**config.mk**
```make
export PLATFORM = sky130hd
export DESIGN_NAME = s_seq_monitor_flat
export DESIGN_NICKNAME = d
export VERILOG_FILES = /design/src/rtl/s_seq_monitor_if.sv /design/src/rtl/s_seq_monitor.sv /design/src/flat_wrapper.sv
export SDC_FILE = /design/constraint.sdc
export NUM_CORES = 1
export LEC_CHECK = 0
export CAP_MARGIN = 10
export CELL_PAD_IN_SITES_DETAIL_PLACEMENT = 1
export CELL_PAD_IN_SITES_GLOBAL_PLACEMENT = 1
export CORE_MARGIN = 1.5
export CORE_UTILIZATION = 37
export DETAILED_ROUTE_END_ITERATION = 10
export PLACE_DENSITY_LB_ADDON = 0.25
export SLEW_MARGIN = 10
export SYNTH_ARGS = -nofsm -noshare
export SYNTH_HDL_FRONTEND = slang
export SYNTH_SLANG_ARGS = --single-unit
```
**constraint.sdc**
```tcl
create_clock -name clk -period 4.14 [get_ports clk]
set_input_delay 1.035 -clock clk [delete_from_list [all_inputs] [get_ports clk]]
set_output_delay 1.035 -clock clk [all_outputs]
set_load 0.02 [all_outputs]
```
**src/rtl/s_seq_monitor_if.sv**
```systemverilog
// Bundle between the alternating-key sequence FSM and its downstream monitor.
// No valid/ready here: every rising clk edge with clr=0 is a sample of s and k.
interface s_seq_monitor_if;
    logic [1:0] s;
    logic       k;
    logic       err_clr;
    logic [7:0] cyc_bcd;
    logic       cyc_wrap;
    logic       err;
    logic [3:0] err_cnt;
    logic       stall;
    logic       primed;   // debug view of the monitor's only control state

    modport master (
        output s, k, err_clr,
        input  cyc_bcd, cyc_wrap, err, err_cnt, stall, primed
    );

    modport slave (
        input  s, k, err_clr,
        output cyc_bcd, cyc_wrap, err, err_cnt, stall, primed
    );
endinterface

```
**src/rtl/s_seq_monitor.sv**
```systemverilog
// Checker for the 2-bit alternating-key sequence FSM: predicts each next state,
// counts completed 00..11 cycles in BCD, flags illegal steps and detects stalls.
module s_seq_monitor #(
    parameter int unsigned STALL_MAX = 16
) (
    input logic           clk,
    input logic           clr,
    s_seq_monitor_if.slave bus
);
    localparam logic [1:0] ST_00 = 2'b00;
    localparam logic [1:0] ST_01 = 2'b01;
    localparam logic [1:0] ST_10 = 2'b10;
    localparam logic [1:0] ST_11 = 2'b11;
    localparam logic [7:0] STALL_LIM = 8'(STALL_MAX);

    logic [1:0] prev_s;
    logic       prev_k;
    logic       primed;
    logic [7:0] run_cnt;
    logic [7:0] cyc_bcd;
    logic       cyc_wrap;
    logic       err;
    logic [3:0] err_cnt;
    logic       stall;

    logic [1:0] pred_s;
    logic       mismatch;
    logic       count_hit;
    logic [7:0] cyc_nxt;
    logic [7:0] run_nxt;
    logic [3:0] err_cnt_inc;

    // The key that was sampled alongside prev_s is the one that moved the FSM.
    always_comb begin
        pred_s = prev_s;
        case ({prev_k, prev_s})
            {1'b1, ST_01}: pred_s = ST_10;
            {1'b1, ST_11}: pred_s = ST_00;
            {1'b0, ST_00}: pred_s = ST_01;
            {1'b0, ST_10}: pred_s = ST_11;
            default:       pred_s = prev_s;
        endcase
    end

    assign mismatch  = primed && (bus.s != pred_s);
    assign count_hit = primed && (prev_s == ST_11) && (bus.s == ST_00) && !mismatch;
    assign err_cnt_inc = (err_cnt == 4'hf) ? 4'hf : err_cnt + 4'd1;

    always_comb begin
        cyc_nxt = cyc_bcd;
        if (cyc_bcd[3:0] == 4'd9) begin
            cyc_nxt[3:0] = 4'd0;
            cyc_nxt[7:4] = (cyc_bcd[7:4] == 4'd9) ? 4'd0 : cyc_bcd[7:4] + 4'd1;
        end else begin
            cyc_nxt[3:0] = cyc_bcd[3:0] + 4'd1;
        end
    end

    always_comb begin
        run_nxt = run_cnt;
        if (bus.s != prev_s) begin
            run_nxt = 8'd1;
        end else if (run_cnt < STALL_LIM) begin
            run_nxt = run_cnt + 8'd1;
        end
    end

    always_ff @(posedge clk or posedge clr) begin
        if (clr) begin
            prev_s   <= ST_00;
            prev_k   <= 1'b0;
            primed   <= 1'b0;
            run_cnt  <= 8'd0;
            cyc_bcd  <= 8'd0;
            cyc_wrap <= 1'b0;
            err      <= 1'b0;
            err_cnt  <= 4'd0;
            stall    <= 1'b0;
        end else begin
            prev_s   <= bus.s;
            prev_k   <= bus.k;
            primed   <= 1'b1;
            cyc_wrap <= count_hit && (cyc_bcd == 8'h99);

            // A mismatch on the same edge as err_clr restarts the tally at one.
            if (mismatch) begin
                err     <= 1'b1;
                err_cnt <= bus.err_clr ? 4'd1 : err_cnt_inc;
            end else if (bus.err_clr) begin
                err     <= 1'b0;
                err_cnt <= 4'd0;
            end

            if (count_hit) begin
                cyc_bcd <= cyc_nxt;
            end

            if (primed) begin
                run_cnt <= run_nxt;
                stall   <= (run_nxt >= STALL_LIM);
            end
        end
    end

    assign bus.cyc_bcd  = cyc_bcd;
    assign bus.cyc_wrap = cyc_wrap;
    assign bus.err      = err;
    assign bus.err_cnt  = err_cnt;
    assign bus.stall    = stall;
    assign bus.primed   = primed;
endmodule

```
**src/flat_wrapper.sv**
```systemverilog
// flat-port wrapper written by rule: the top's interface ports become plain ports
module s_seq_monitor_flat 
#(
    parameter int unsigned STALL_MAX = 16
)
  (clk, clr, bus_s, bus_k, bus_err_clr, bus_cyc_bcd, bus_cyc_wrap, bus_err, bus_err_cnt, bus_stall, bus_primed);
  s_seq_monitor_if bus_i ();
  input logic clk;
  input logic clr;
  input wire logic [$bits(bus_i.s)-1:0] bus_s;
  input wire logic [$bits(bus_i.k)-1:0] bus_k;
  input wire logic [$bits(bus_i.err_clr)-1:0] bus_err_clr;
  output wire logic [$bits(bus_i.cyc_bcd)-1:0] bus_cyc_bcd;
  output wire logic [$bits(bus_i.cyc_wrap)-1:0] bus_cyc_wrap;
  output wire logic [$bits(bus_i.err)-1:0] bus_err;
  output wire logic [$bits(bus_i.err_cnt)-1:0] bus_err_cnt;
  output wire logic [$bits(bus_i.stall)-1:0] bus_stall;
  output wire logic [$bits(bus_i.primed)-1:0] bus_primed;
  assign bus_i.s = bus_s;
  assign bus_i.k = bus_k;
  assign bus_i.err_clr = bus_err_clr;
  assign bus_cyc_bcd = bus_i.cyc_bcd;
  assign bus_cyc_wrap = bus_i.cyc_wrap;
  assign bus_err = bus_i.err;
  assign bus_err_cnt = bus_i.err_cnt;
  assign bus_stall = bus_i.stall;
  assign bus_primed = bus_i.primed;
  s_seq_monitor #(.STALL_MAX(STALL_MAX)) u_core (.clk(clk), .clr(clr), .bus(bus_i));
endmodule
```
==> metrics.cfg <==
[worst_setup_path]
worstSetupEndpointType=output port
path_cells=clkdlybuf4s50_1
cp_max_fo=10
path_buffers=1
rrSetupSlack_ns=2.35

[clock_tree]
path_clk_slew_ns=0.15
ctsResizeCount=0
cts_tree=done
insertion_delay_ns=0.33
root_buffer=clkbuf_4

[finish]
flops=27
inverters=5
seqCellArea_um2=676
final_cell_mix=27 x dfrtp_1, 21 x clkdlybuf4s50_1, 7 x xnor2_1
design_area_um2=1560
nets=144

[run]
max_cap_violations=0

[final_timing]
fin_crit_sh_pct=63.0
hold_violations=0
setup_ws_ns=1.53
setup_violations=0
clock_skew_ns=0.00848
whs_ns=0.499
drv_slew=0

[synthesis]
yosys_warnings=0
top_area_cell=dfrtp_1
top_cells_by_count=27 x dfrtp_1, 7 x xnor2_1, 6 x nor2_1, 6 x nor2b_1, 6 x o21ai_0
ff_type=dfrtp_1
ys_cells=111
yosys.area_share.xor_xnor_pct=6.21
ys_seq_share_pct=53.2
fp_nets=119
top_cell_area_share_pct=53.2

[floorplanning]
num_rows=21
fp.dieArea_um2=3790

[global_routing]
grt_pass1_wl_mm=4.36

[power_and_ir_drop]
power_clock_mw=0.118
swShare_pct=32.1
power_mw=0.596

[drt]
drc=0
wl_met3_um=75

[place]
portBuffers=21
dp_slack_ns=1.26
place_congestion=0.800

[run_status]
outcome=finished clean

-- final timing paths --
check / to / start
worst max-delay path: bus_primed / u_core.bus.primed
worst min-delay path: u_core.bus.cyc_bcd[4] / u_core.bus.cyc_bcd[4]
worst max register to register: u_core.bus.cyc_bcd[7] / u_core.bus.primed
worst min register to register: u_core.bus.cyc_bcd[4] / u_core.bus.cyc_bcd[4]
max in group asynchronous: u_core.prev_s[0] / clr
min in group asynchronous: u_core.bus.cyc_wrap / clr
-- state kept, by name (all words and copies together) (netlist names) --
name	cells
u_core.prev_k	1
u_core.bus.cyc_wrap	1
u_core.bus.stall	1
u_core.bus.err	1
u_core.bus.err_cnt	4
u_core.prev_s	2
u_core.bus.cyc_bcd	8
u_core.run_cnt	8
u_core.bus.primed	1
Fig. 1: power grid
Drawn at 8 px/µm. Pins as bars on the die edge.
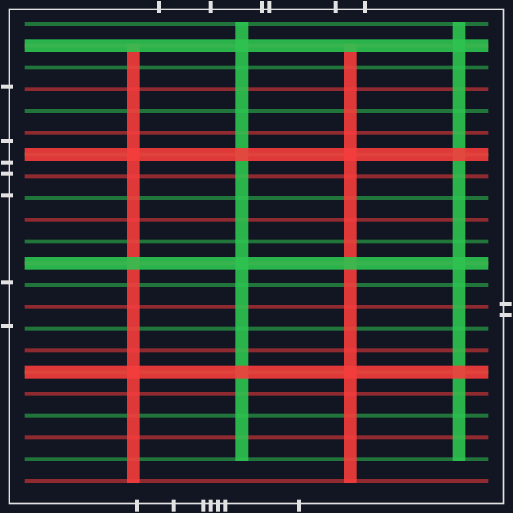
VSS: marked red. VDD: marked green.
22 met1 rails follow the rows. 4 straps on met4. 4 straps on met5. 22 signal pins sit on the boundary. The core has 21 rows.
worst vdd rail ir drop: 0.251 mV
Core ar.: 3310 µm²
Die H: 61.6 µm
DIE WIDTH: 61.6 µm

Fig. 2: congestion heat map
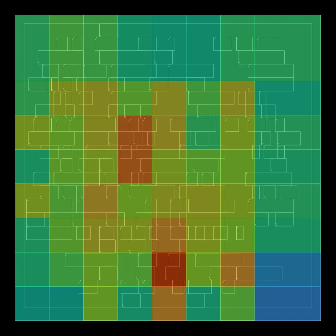
grt met1 use: 19.3%
GR Util All Layers: 15.8%
Avg WL per Cell: 14.1 µm
GRT Max-Usage Layer: met2

Fig. 3: metal layers overlaid
Drawn at 10 px/µm. Only two layers are drawn.
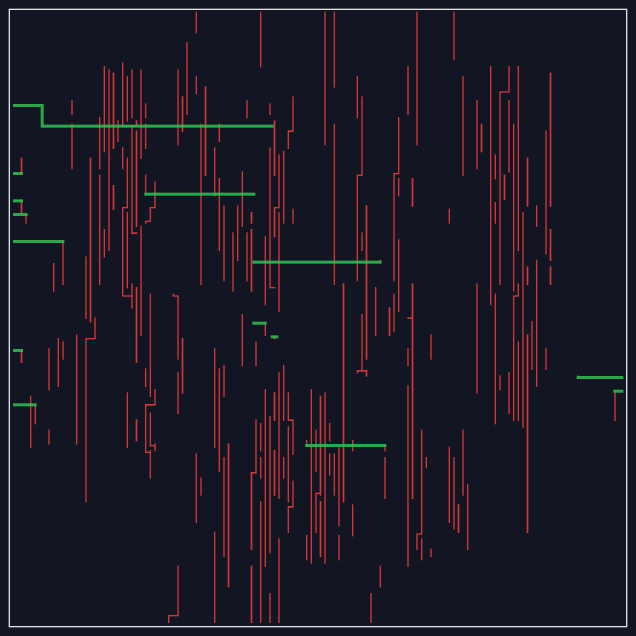
M3: marked green, wire length 75.6 µm. M2: marked red, wire length 1290 µm.
Via Count: 927
final wirelength: 2.56 mm

Fig. 4: placement density heat map
Drawn at 4 px/µm. 6 x 6 tiles, from white (low) to dark blue (high), 0 to 100% covered.
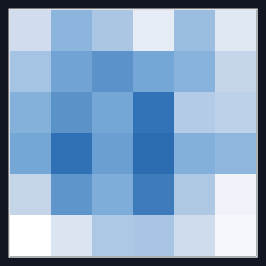
2.8% of the tiles are over 75% full. The mean over all tiles is 40%. 2.8% of the tiles are nearly empty. The densest ninth of the die: center. The emptiest ninth of the die: south-east. The fullest tile reaches 76%.
final design utilization: 47.1%
FP Core Util: 38.4%

No activity file was given, so power comes from the tool's default toggle rates.
